==> config.mk <==
export PLATFORM = sky130hd
export DESIGN_NAME = tdc_thermo_encoder
export DESIGN_NICKNAME = d
export VERILOG_FILES = /design/src/rtl/tdc_thermo_encoder.sv
export SDC_FILE = /design/constraint.sdc
export NUM_CORES = 1
export LEC_CHECK = 0
export CAP_MARGIN = 20
export CORE_MARGIN = 8
export CORE_UTILIZATION = 45
export DETAILED_ROUTE_END_ITERATION = 12
export PLACE_DENSITY = 0.66
export SYNTH_ARGS = -nofsm -noshare
export SYNTH_HDL_FRONTEND = slang
export SYNTH_SLANG_ARGS = --single-unit
==> constraint.sdc <==
create_clock -name clk -period 8.15 [get_ports clk]
set_input_delay 1.63 -clock clk [delete_from_list [all_inputs] [get_ports clk]]
set_output_delay 1.63 -clock clk [all_outputs]
set_load 0.02 [all_outputs]
run_1/clk_routes.png
(2 px per µm)
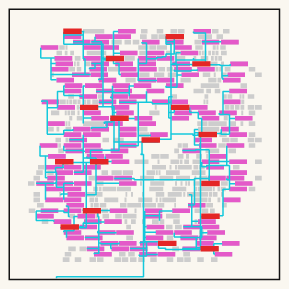
clock drivers -> red  # count 17
clock wires -> cyan  # length 1860 µm
flip-flops -> magenta  # count 173
flops lie = all over the die
Post-Route Skew: 6.85 ps
Clock Latency Late Sink: 420 ps
Clock power frac: 33.2%
clock network power: 0.847 mW

run_1/power_grid.png
(3 px per µm) Pins as bars on the die edge.
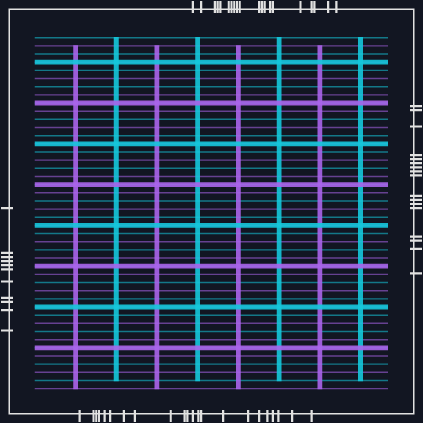
VDD -> cyan
VSS -> purple
signal pins = 70
met1 rails = 44
met4 straps = 8
die width: 134 µm
Core Region: 13800 µm²

run_1/wires.png
(4 px per µm)
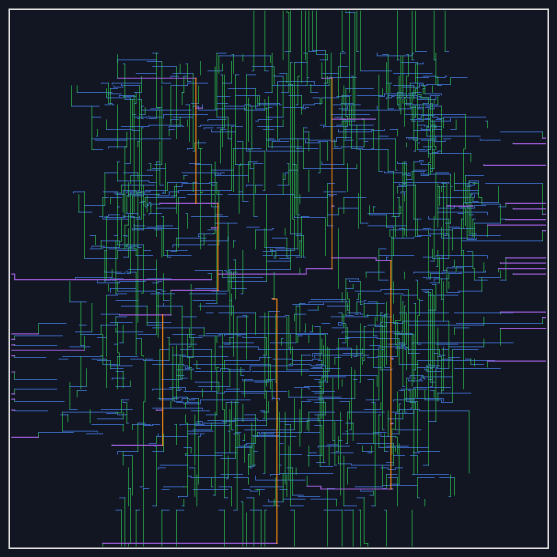
metal 4 -> orange  # wire length 253 µm
metal 2 -> green  # wire length 5100 µm
metal 1 -> blue  # wire length 4200 µm
metal 3 -> purple  # wire length 442 µm
Total GRT Usage: 12.4%
Vias: 3135

run_1/clocks.png
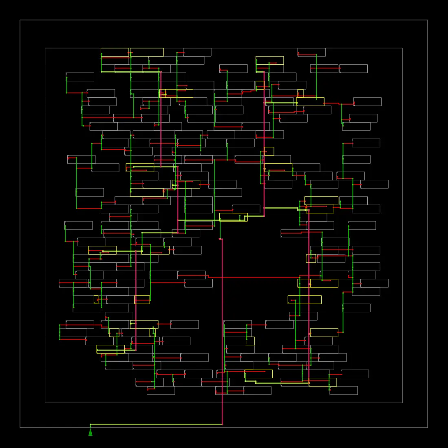
Num Clock Sinks: 173
clkbuf count: 19
Flop Count: 173
total CTS buffers: 17

==> results.py, run 1 <==
# Flow results
metrics = {
    "outcome": {
        "status": "finished, final reports clean",
    },
    "worst_hold_path": {
        "whs_path_depth": 0,
        "hold_path.class": "flip-flop to flip-flop",
    },
    "clocking": {
        "clk_pin_slew_worst_paths_ps": 70,
        "clockBufferDepth": 2,
        "htree_levels": 4,
        "clockRootBuffer": "clkbuf_16",
        "cts_resized": 0,
        "postCtsSetupRepairBufs": 0,
        "cts_tree": "yes",
    },
    "critical_path": {
        "r2r_slack_ps": 2900,
        "crit_path_end_kind": "flip-flop",
        "critPathKind": "flip-flop to flip-flop",
        "slowest_delay_ps": 550,
        "r2r_cells": 16,
        "slowest_stage": "fa_1",
        "crit_top_cell": "fa_1",
        "critPathMaxFanout": 3,
        "crit_path_cell_trace": "maj3_1 -> fa_1 -> inv_1 -> fa_1 -> inv_1 -> fa_1 -> fa_1 -> inv_1 -> fa_1 -> fa_1 -> inv_1 -> ha_1 -> fa_1 -> a21o_1 -> a21oi_1 -> xnor2_1",
        "required_ps": 8500,
    },
    "routing": {
        "wl_um": 9990,
        "drtIter0Drc": 163,
        "drc": 0,
        "via_per_inst": 4.70,
        "wire_per_inst_um": 15.0,
        "firstDrtPassIters": 4,
        "antenna_left": 0,
    },
    "sta": {
        "slew_violations": 0,
        "whs_ps": 345,
        "setup_viol": 0,
        "hold_viol": 0,
        "worstMarginPinSlew_ps": 735,
        "clock.fmax_ghz": 0.190,
        "setup_tns_ps": 0,
        "finalClockPeriodUsage_pct": 64.5,
    },
    "synthesis": {
        "synthArstFlopShare_pct": 100,
        "syn_inst": 386,
        "edf_count": 0,
        "yosys_warnings": 0,
        "yosysUniqueCellTypes": 33,
        "yosysMostFrequentCell": "dfrtp_1",
        "avgSynthCellArea_um2": 16.3,
        "synthesis.area_um2": 6300,
        "synthFlopType": "dfrtp_1",
        "ys_ff": 173,
        "ys_seq_share_pct": 68.7,
        "ys_cells": 386,
        "netlist_top_cells_area": "dfrtp_1, fa_1, mux2_4, maj3_1, ha_1",
        "common_cells": "dfrtp_1, inv_1, fa_1, maj3_1, mux2_4",
        "ys_area_um2": 6300,
        "top_area_cell": "dfrtp_1",
    },
    "pwr": {
        "power_density_nw_per_um2": 324,
        "peakVddDrop_mv": 0.213,
        "p_leak_nw": 3.63,
    },
    "finish": {
        "fin_cells": 667,
        "final_core_util_pct": 57.1,
        "fillers": 1122,
        "diodes": 0,
        "layout_top_cell": "dfrtp_1",
        "drive_gt1_share_pct": 13.6,
        "mostFrequentLayoutCells": "dfrtp_1, clkdlybuf4s50_1, inv_1",
    },
    "job": {
        "timing.max_cap.violations": 0,
        "warnings": 26,
    },
    "grt": {
        "grt_pass1_vias": 3416,
        "grt_max_degree": 90,
    },
    "placed_design": {
        "place_congestion": 0.745,
        "hpwl_um": 6940,
        "placed_area_um2": 7210,
        "place_ws_ps": 2890,
    },
    "die": {
        "dieArea_um2": 18100,
        "initCoreUtil_pct": 45.8,
        "pin_count": 70,
        "num_rows": 43,
    },
}
==> run 1: critical path: cells and delay by family, from the launching register on <==
kind / cells / cell delay (ps)
compound gates: 2 / 330
flops: 1 / 400
buf+inv: 4 / 220
xor+xnor: 1 / 130
fa+ha+maj: 9 / 4130
==> run 1: cells by family (layout without fill, tap and decap cells) <==
logic type	count (synthesis)	after routing	share of synthesized area (%)
AOI/OAI and AO/OA	35	35	4.21
xor gates and xnor gates	20	20	2.78
adders and majority gates	53	53	12.6
buffers and inverters	31	132	2.08
DFF	173	173	68.7
muxes	26	26	5.77
other	1	1	0.0595
and+or+nand+nor	47	47	3.85
==> run 1: per-layer routing <==
metal | part of all wire (%) | routed length (µm) | vias up | track usage (%)
met5 | 0 | 0 | - | 0
met4 | 2.5 | 252 | 0 | 7.11
met3 | 4.4 | 441 | 21 | 3.81
met2 | 51 | 5100 | 50 | 19.9
met1 | 42 | 4200 | 1599 | 14.7
li1 | - | - | 1465 | -
==> run 1: cell type report <==
| class | instances | area (µm²) | share of cell area, % |
|---|---|---|---|
| Clock buffer | 19 | 443 | 5.63 |
| Clock inverter | 13 | 188 | 2.39 |
| Inverter | 28 | 105 | 1.34 |
| Multi-Input combinational cell | 182 | 1840 | 23.4 |
| Sequential cell | 173 | 4330 | 55.0 |
| Tap cell | 180 | 225 | 2.86 |
| Timing Repair Buffer | 72 | 734 | 9.33 |
==> run 1: where the power goes <==
group | switching [mW] | total, mW | internal (mW) | leakage, nW
combinational | 0.380 | 0.737 | 0.357 | 1.15
clock | 0.324 | 0.847 | 0.523 | 0.306
sequential | 0.0413 | 0.968 | 0.927 | 2.17
run_1/logic_types.png
(2 px per µm)
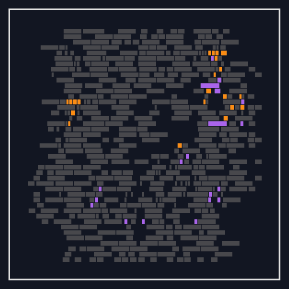

## Run 2: what changed since run 1
--- a/config.mk
+++ b/config.mk
@@ -9,7 +9,7 @@
 export CORE_MARGIN = 8
 export CORE_UTILIZATION = 45
 export DETAILED_ROUTE_END_ITERATION = 12
-export PLACE_DENSITY = 0.66
+export PLACE_DENSITY = 0.69
 export SYNTH_ARGS = -nofsm -noshare
 export SYNTH_HDL_FRONTEND = slang
 export SYNTH_SLANG_ARGS = --single-unit
==> constraint.sdc (replaced) <==
create_clock -name clk -period 4.2 [get_ports clk]
set_input_delay 0.84 -clock clk [delete_from_list [all_inputs] [get_ports clk]]
set_output_delay 0.84 -clock clk [all_outputs]
set_load 0.02 [all_outputs]
run_2/logic_types.png
(2 px per µm)
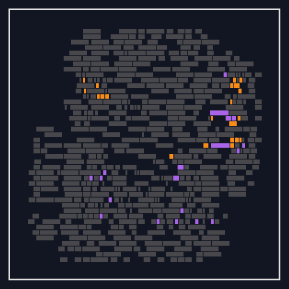
nor cells -> orange  # cells 21
aoi and oai cells -> purple  # cells 19
Comb/total area: 23.5%
Non-Filler Instances: 697
most numerous logic cell after layout: dfrtp_1

run_2/clk_routes.png
(2 px per µm)
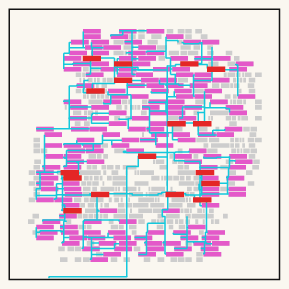
clock network power: 1.49 mW
Clock power frac: 28.2%
Clock Latency Late Sink: 410 ps

run_2/clocks.png
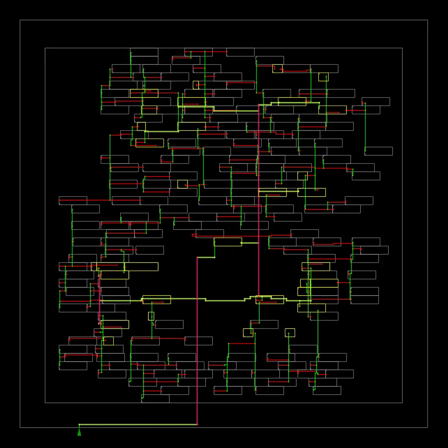
Post-Route Skew: 6.08 ps
clkbuf count: 18

==> results.py, run 2 <==
# Flow results
metrics = {
    "worst_hold_path": {
        "hold_path.class": "flip-flop to flip-flop",
        "whs_path_depth": 0,
    },
    "pwr": {
        "peakVddDrop_mv": 0.483,
        "p_leak_nw": 3.75,
        "power_density_nw_per_um2": 654,
    },
    "synthesis": {
        "yosysUniqueCellTypes": 33,
        "synthArstFlopShare_pct": 100,
        "yosysMostFrequentCell": "dfrtp_1",
        "avgSynthCellArea_um2": 16.3,
        "edf_count": 0,
        "common_cells": "dfrtp_1, inv_1, fa_1, maj3_1, mux2_4",
    },
    "critical_path": {
        "crit_family": "adder cells",
        "r2r_slack_ps": -680,
        "critPathMaxFanout": 3,
        "critical_path_cell_count": 16,
        "slowest_delay_ps": 560,
        "critPathKind": "flip-flop to flip-flop",
        "r2r_cells": 16,
    },
    "clocking": {
        "cts_tree": "yes",
        "cts_buffers": 17,
    },
    "finish": {
        "drive_gt1_share_pct": 23.0,
    },
    "outcome": {
        "failed_checks": "setup timing",
        "status": "finished, violations left",
    },
    "die": {
        "initCoreUtil_pct": 45.8,
        "fp.dieW_um": 134,
        "core_area_um2": 13800,
        "dieArea_um2": 18100,
    },
    "sta": {
        "setup_viol": 6,
        "setup_tns_ps": -3040,
        "worstMarginPinSlew_ps": 924,
        "setup_ws_ps": -683,
        "finalClockPeriodUsage_pct": 116,
        "clock.fmax_ghz": 0.205,
    },
    "routing": {
        "antenna_left": 0,
        "via_per_inst": 4.57,
        "firstDrtPassIters": 5,
        "wl_um": 9650,
        "drc": 0,
        "wire_per_inst_um": 13.8,
        "vias": 3188,
    },
    "placed_design": {
        "hpwl_um": 6750,
        "place_congestion": 0.782,
    },
    "grt": {
        "grt_max_degree": 91,
        "grt_use_total_pct": 11.7,
    },
    "job": {
        "warnings": 29,
        "timing.max_cap.violations": 0,
    },
}
==> run 2: final cells by class <==
cell class                      count  area (µm²)
Clock buffer                       18         439
Inverter                           28         105
Multi-Input combinational cell    182        1900
Tap cell                          180         225
Clock inverter                     14         134
Sequential cell                   173        4330
Timing Repair Buffer              102         952
Fill cell                        1093        5690
==> run 2: cell families (layout without fill, tap and decap cells) <==
group	Yosys count	in the layout	share of synthesized area [%]
XOR/XNOR	20	20	2.78
multiplexers	26	26	5.77
other	1	1	0.0595
adder cells (fa/ha/maj)	53	53	12.6
buffers and inverters	31	162	2.08
AND-OR/OR-AND	35	35	4.21
flip-flops	173	173	68.7
AND/OR/NAND/NOR	47	47	3.85
==> run 2: layer usage <==
metal  vias up  routed length [µm]  global-route usage (%)
li1       1519                   -                       -
met1      1593                4330                    14.3
met2        66                4670                    18.4
met3        10                 517                    4.08
met4         0                 133                    4.68
met5         -                   0                       0
==> run 2: what timing repair did <==
| item | in CTS | in global routing |
|---|---|---|
| buffers inserted | 3 | 4 |
| resized | 5 | 3 |
| endpoints found under the hold margin | 0 | 0 |
| setup endpoints to repair | 6 | 6 |
| pin swaps | 4 | 6 |
| hold buffers | 0 | 0 |
==> run 2: power breakdown <==
group	switching (mW)	internal, mW	total [mW]
clock	0.646	0.845	1.49
sequential	0.0753	1.80	1.87
combinational	0.885	1.04	1.92
total	1.61	3.68	5.28
==> run 2: through the flow <==
stage / util [%] / std cells
5_1_grt: 58.7 / 697
3_3_place_gp: 54.0 / 658
4_1_cts: 58.4 / 693
3_5_place_dp: 54.0 / 658
6_report: 58.7 / 697
2_1_floorplan: - / 386
Power figures rest on the tool's default switching activity, not on a simulated workload.
